### src/rtl/flash_link_pkg.sv
// Shared definitions for the MCU link framing path: FSM encoding, status codes,
// default header bytes and the gap-counter width helper.
package flash_link_pkg;

  localparam logic [1:0] ST_HUNT = 2'd0;
  localparam logic [1:0] ST_HDR  = 2'd1;
  localparam logic [1:0] ST_DATA = 2'd2;
  localparam logic [1:0] ST_CSUM = 2'd3;

  localparam logic [1:0] STATUS_OK      = 2'd0;
  localparam logic [1:0] STATUS_CSUM    = 2'd1;
  localparam logic [1:0] STATUS_BUSY    = 2'd2;
  localparam logic [1:0] STATUS_TIMEOUT = 2'd3;

  localparam logic [7:0] DEF_HDR0 = 8'hEB;
  localparam logic [7:0] DEF_HDR1 = 8'h90;

  localparam int unsigned DEF_TIMEOUT_CYC = 24000;

  function automatic int gap_cnt_width(input int unsigned cycles);
    return (cycles > 1) ? $clog2(cycles) : 1;
  endfunction

endpackage

### src/rtl/byte_gap_timer.sv
// Counts idle cycles between link bytes; expire is combinational, one cycle wide,
// and is suppressed whenever reload is asserted in the same cycle.
module byte_gap_timer
  import flash_link_pkg::*;
#(
  parameter int unsigned CYCLES = DEF_TIMEOUT_CYC
) (
  input  logic clk,
  input  logic rst,
  input  logic reload_i,
  input  logic enable_i,
  output logic expire_o
);

  localparam int W = gap_cnt_width(CYCLES);

  logic [W-1:0] cnt_q, cnt_d;

  assign expire_o = enable_i && !reload_i && (cnt_q == W'(CYCLES - 1));

  always_comb begin
    cnt_d = cnt_q + W'(1);
    if (reload_i || !enable_i || expire_o) begin
      cnt_d = '0;
    end
  end

  always_ff @(posedge clk) begin
    if (rst) begin
      cnt_q <= '0;
    end else begin
      cnt_q <= cnt_d;
    end
  end

endmodule

### src/rtl/flash_cmd_assembler.sv
// Frames the MCU byte stream (HDR0 HDR1 C3..C0 CS) into a 32-bit flash command.
// Outputs register one cycle after the CS byte; no back-pressure on rx_valid.
module flash_cmd_assembler
  import flash_link_pkg::*;
#(
  parameter logic [7:0]  HDR0        = DEF_HDR0,
  parameter logic [7:0]  HDR1        = DEF_HDR1,
  parameter int unsigned TIMEOUT_CYC = DEF_TIMEOUT_CYC
) (
  input  logic        clk,
  input  logic        rst,
  input  logic [7:0]  rx_data,
  input  logic        rx_valid,
  input  logic        flash_busy,
  output logic [31:0] cmd,
  output logic        start_trs,
  output logic        status_valid,
  output logic [1:0]  status_code,
  output logic [7:0]  frame_err_cnt
);

  logic [1:0]  state_q, state_d;
  logic [1:0]  idx_q, idx_d;
  logic [31:0] shadow_q, shadow_d;
  logic [7:0]  sum_q, sum_d;
  logic [31:0] cmd_q, cmd_d;
  logic        start_q, start_d;
  logic        svld_q, svld_d;
  logic [1:0]  scode_q, scode_d;
  logic [7:0]  err_q, err_d;
  logic        gap_expire;

  byte_gap_timer #(
    .CYCLES (TIMEOUT_CYC)
  ) u_gap_timer (
    .clk      (clk),
    .rst      (rst),
    .reload_i (rx_valid),
    .enable_i (state_q != ST_HUNT),
    .expire_o (gap_expire)
  );

  always_comb begin
    state_d  = state_q;
    idx_d    = idx_q;
    shadow_d = shadow_q;
    sum_d    = sum_q;
    cmd_d    = cmd_q;
    start_d  = 1'b0;
    svld_d   = 1'b0;
    scode_d  = scode_q;
    err_d    = err_q;

    if (rx_valid) begin
      case (state_q)
        ST_HUNT: begin
          if (rx_data == HDR0) state_d = ST_HDR;
        end
        ST_HDR: begin
          if (rx_data == HDR1) begin
            state_d  = ST_DATA;
            idx_d    = 2'd0;
            shadow_d = '0;
            sum_d    = '0;
          end else if (rx_data != HDR0) begin
            state_d = ST_HUNT;
          end
        end
        ST_DATA: begin
          shadow_d = {shadow_q[23:0], rx_data};
          sum_d    = sum_q + rx_data;
          idx_d    = idx_q + 2'd1;
          if (idx_q == 2'd3) state_d = ST_CSUM;
        end
        default: begin
          state_d = ST_HUNT;
          svld_d  = 1'b1;
          if (rx_data != sum_q) begin
            scode_d = STATUS_CSUM;
          end else if (flash_busy) begin
            scode_d = STATUS_BUSY;
          end else begin
            scode_d = STATUS_OK;
            cmd_d   = shadow_q;
            start_d = 1'b1;
          end
        end
      endcase
    end else if (gap_expire) begin
      state_d = ST_HUNT;
      svld_d  = 1'b1;
      scode_d = STATUS_TIMEOUT;
    end

    if (svld_d && (scode_d != STATUS_OK) && (err_q != 8'hFF)) begin
      err_d = err_q + 8'd1;
    end
  end

  always_ff @(posedge clk) begin
    if (rst) begin
      state_q  <= ST_HUNT;
      idx_q    <= '0;
      shadow_q <= '0;
      sum_q    <= '0;
      cmd_q    <= '0;
      start_q  <= 1'b0;
      svld_q   <= 1'b0;
      scode_q  <= STATUS_OK;
      err_q    <= '0;
    end else begin
      state_q  <= state_d;
      idx_q    <= idx_d;
      shadow_q <= shadow_d;
      sum_q    <= sum_d;
      cmd_q    <= cmd_d;
      start_q  <= start_d;
      svld_q   <= svld_d;
      scode_q  <= scode_d;
      err_q    <= err_d;
    end
  end

  assign cmd           = cmd_q;
  assign start_trs     = start_q;
  assign status_valid  = svld_q;
  assign status_code   = scode_q;
  assign frame_err_cnt = err_q;

endmodule

### config.mk
export PLATFORM = sky130hd
export DESIGN_NAME = flash_cmd_assembler
export DESIGN_NICKNAME = d
export VERILOG_FILES = /design/src/rtl/flash_link_pkg.sv /design/src/rtl/byte_gap_timer.sv /design/src/rtl/flash_cmd_assembler.sv
export SDC_FILE = /design/constraint.sdc
export NUM_CORES = 1
export LEC_CHECK = 0
export CAP_MARGIN = 0
export CORE_AREA = 2 2 121 123
export CTS_CLUSTER_DIAMETER = 150
export DETAILED_ROUTE_END_ITERATION = 16
export DIE_AREA = 0 0 123 125
export DONT_BUFFER_PORTS = 1
export PLACE_DENSITY_LB_ADDON = 0.12
export SLEW_MARGIN = 20
export SYNTH_ARGS = -nofsm -noshare
export SYNTH_HDL_FRONTEND = slang
export SYNTH_SLANG_ARGS = --single-unit
### constraint.sdc
create_clock -name clk -period 4.55 [get_ports clk]
set_input_delay 0.91 -clock clk [delete_from_list [all_inputs] [get_ports clk]]
set_output_delay 0.91 -clock clk [all_outputs]
set_load 0.005 [all_outputs]
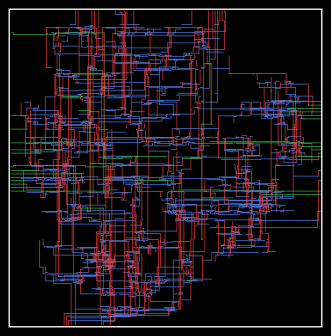
(images/metal_stack.png)
- green: met3 (wire length 642 µm)
- orange: met4 (wire length 175 µm)
- red: met2 (wire length 4420 µm)
- blue: met1 (wire length 4870 µm)
overall global routing resource usage: 13.8%
sum of routed wire length over all layers: 10.1 mm

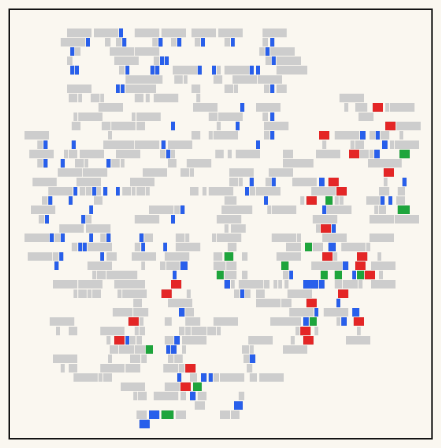
(images/gate_families.png)
- blue: NAND gates (cells 103; most used nand2_1; where spread over the die)
- green: AND and OR gates (cells 14; most used and3_1)
- red: XOR/XNOR gates (cells 24)
Post-Layout Cell Count: 650
dominant logic cell type in the layout: sky130_fd_sc_hd__dfxtp_1
combinational share of cell area: 42.8%

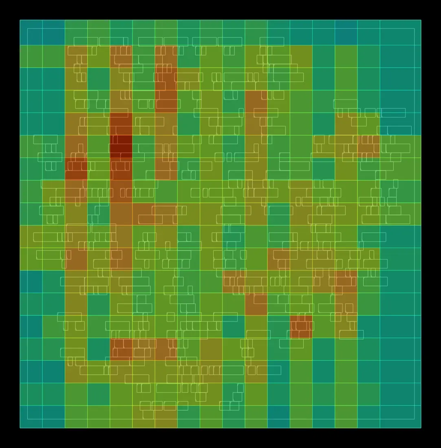
(images/final_congestion.png)
final cell utilization of the core: 32.4%
met2 routing resource usage after global routing: 20.3%
global routing met3 resource utilization: 4.20%
DR WL/cell: 15.5 µm

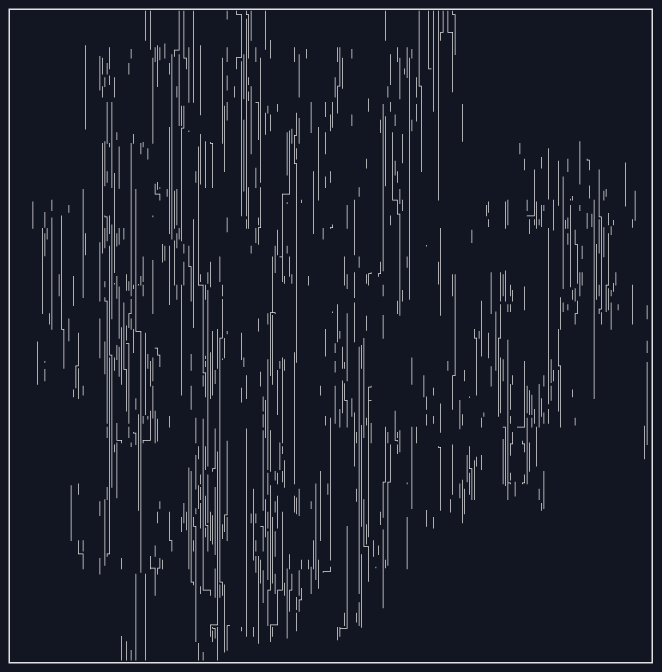
(images/met2.png)
- main direction: vertical
- share of all routed wire: 44%
- longest straight run: 47.3 µm
- wire length on this layer: 4420 µm
Via Count: 3192

==> summary.rpt <==
IMPLEMENTATION SUMMARY REPORT
----------------------------------------------------
[Global route]
  Initial antenna violation count ........................ 0
  Global routing's busiest layer ........................ met2

[Clocking]
  # clock sinks ........................ 103
  Clock latency on the worst-skew pair ........................ 0.35 ns
  Largest buffer count on any clock path ........................ 2
  Post-CTS repair timing setup buffer count ........................ 0

[Yosys]
  Fraction of synthesized area in multiplexers ........................ 1.26%
  Area leader, netlist ........................ sky130_fd_sc_hd__dfxtp_1
  Area fraction in and, or, nand and nor cells after synthesis ........................ 21.6%
  Top-area cell share ........................ 49.4%
  Synth top cell by count ........................ sky130_fd_sc_hd__dfxtp_1
  Yosys synthesis warning count ........................ 0
  Flops & latches, synth ........................ 103

[Power]
  Internal power ........................ 1350 µW
  Leakage ........................ 0.00153 µW
  Relative contribution of the clock network to total power ........................ 46.8%

[Setup path]
  Arrival @ worst endpoint ........................ 2.88 ns
  Reg-to-Reg End ........................ cmd[15]
  WS Path Type ........................ input port to flop
  Max stage delay on crit path ........................ 0.82 ns
  Critical path destination ........................ cmd[15]

[Placed design]
  Placement-stage cell area ........................ 4290 µm²
  Placer congestion estimate ........................ 0.721

[STA]
  Final setup skew ........................ 0.00818 ns
  Actual slew at the worst max-slew pin ........................ 0.830 ns
  RSZ-0062 raised after global routing ........................ no

[Min path]
  Worst hold start ........................ u_gap_timer.cnt_q[0]
  Worst Hold End ........................ u_gap_timer.cnt_q[0]
  Number of cells on the worst hold path ........................ 1

[Job]
  Max-cap viol count ........................ 0

[Final layout]
  Share of cells above drive strength 1 ........................ 6.01%
  Non-clock buffer count ........................ 2
  Largest cell class by area ........................ registers
  Seq cells ........................ 103

[Drt]
  Routed via count divided by cell count ........................ 4.91

[Run status]
  Result of the run ........................ completed

[Floorplan]
  Core footprint ........................ 14200 µm²

----------------------------------------------------
No activity file was given, so power comes from the tool's default toggle rates.
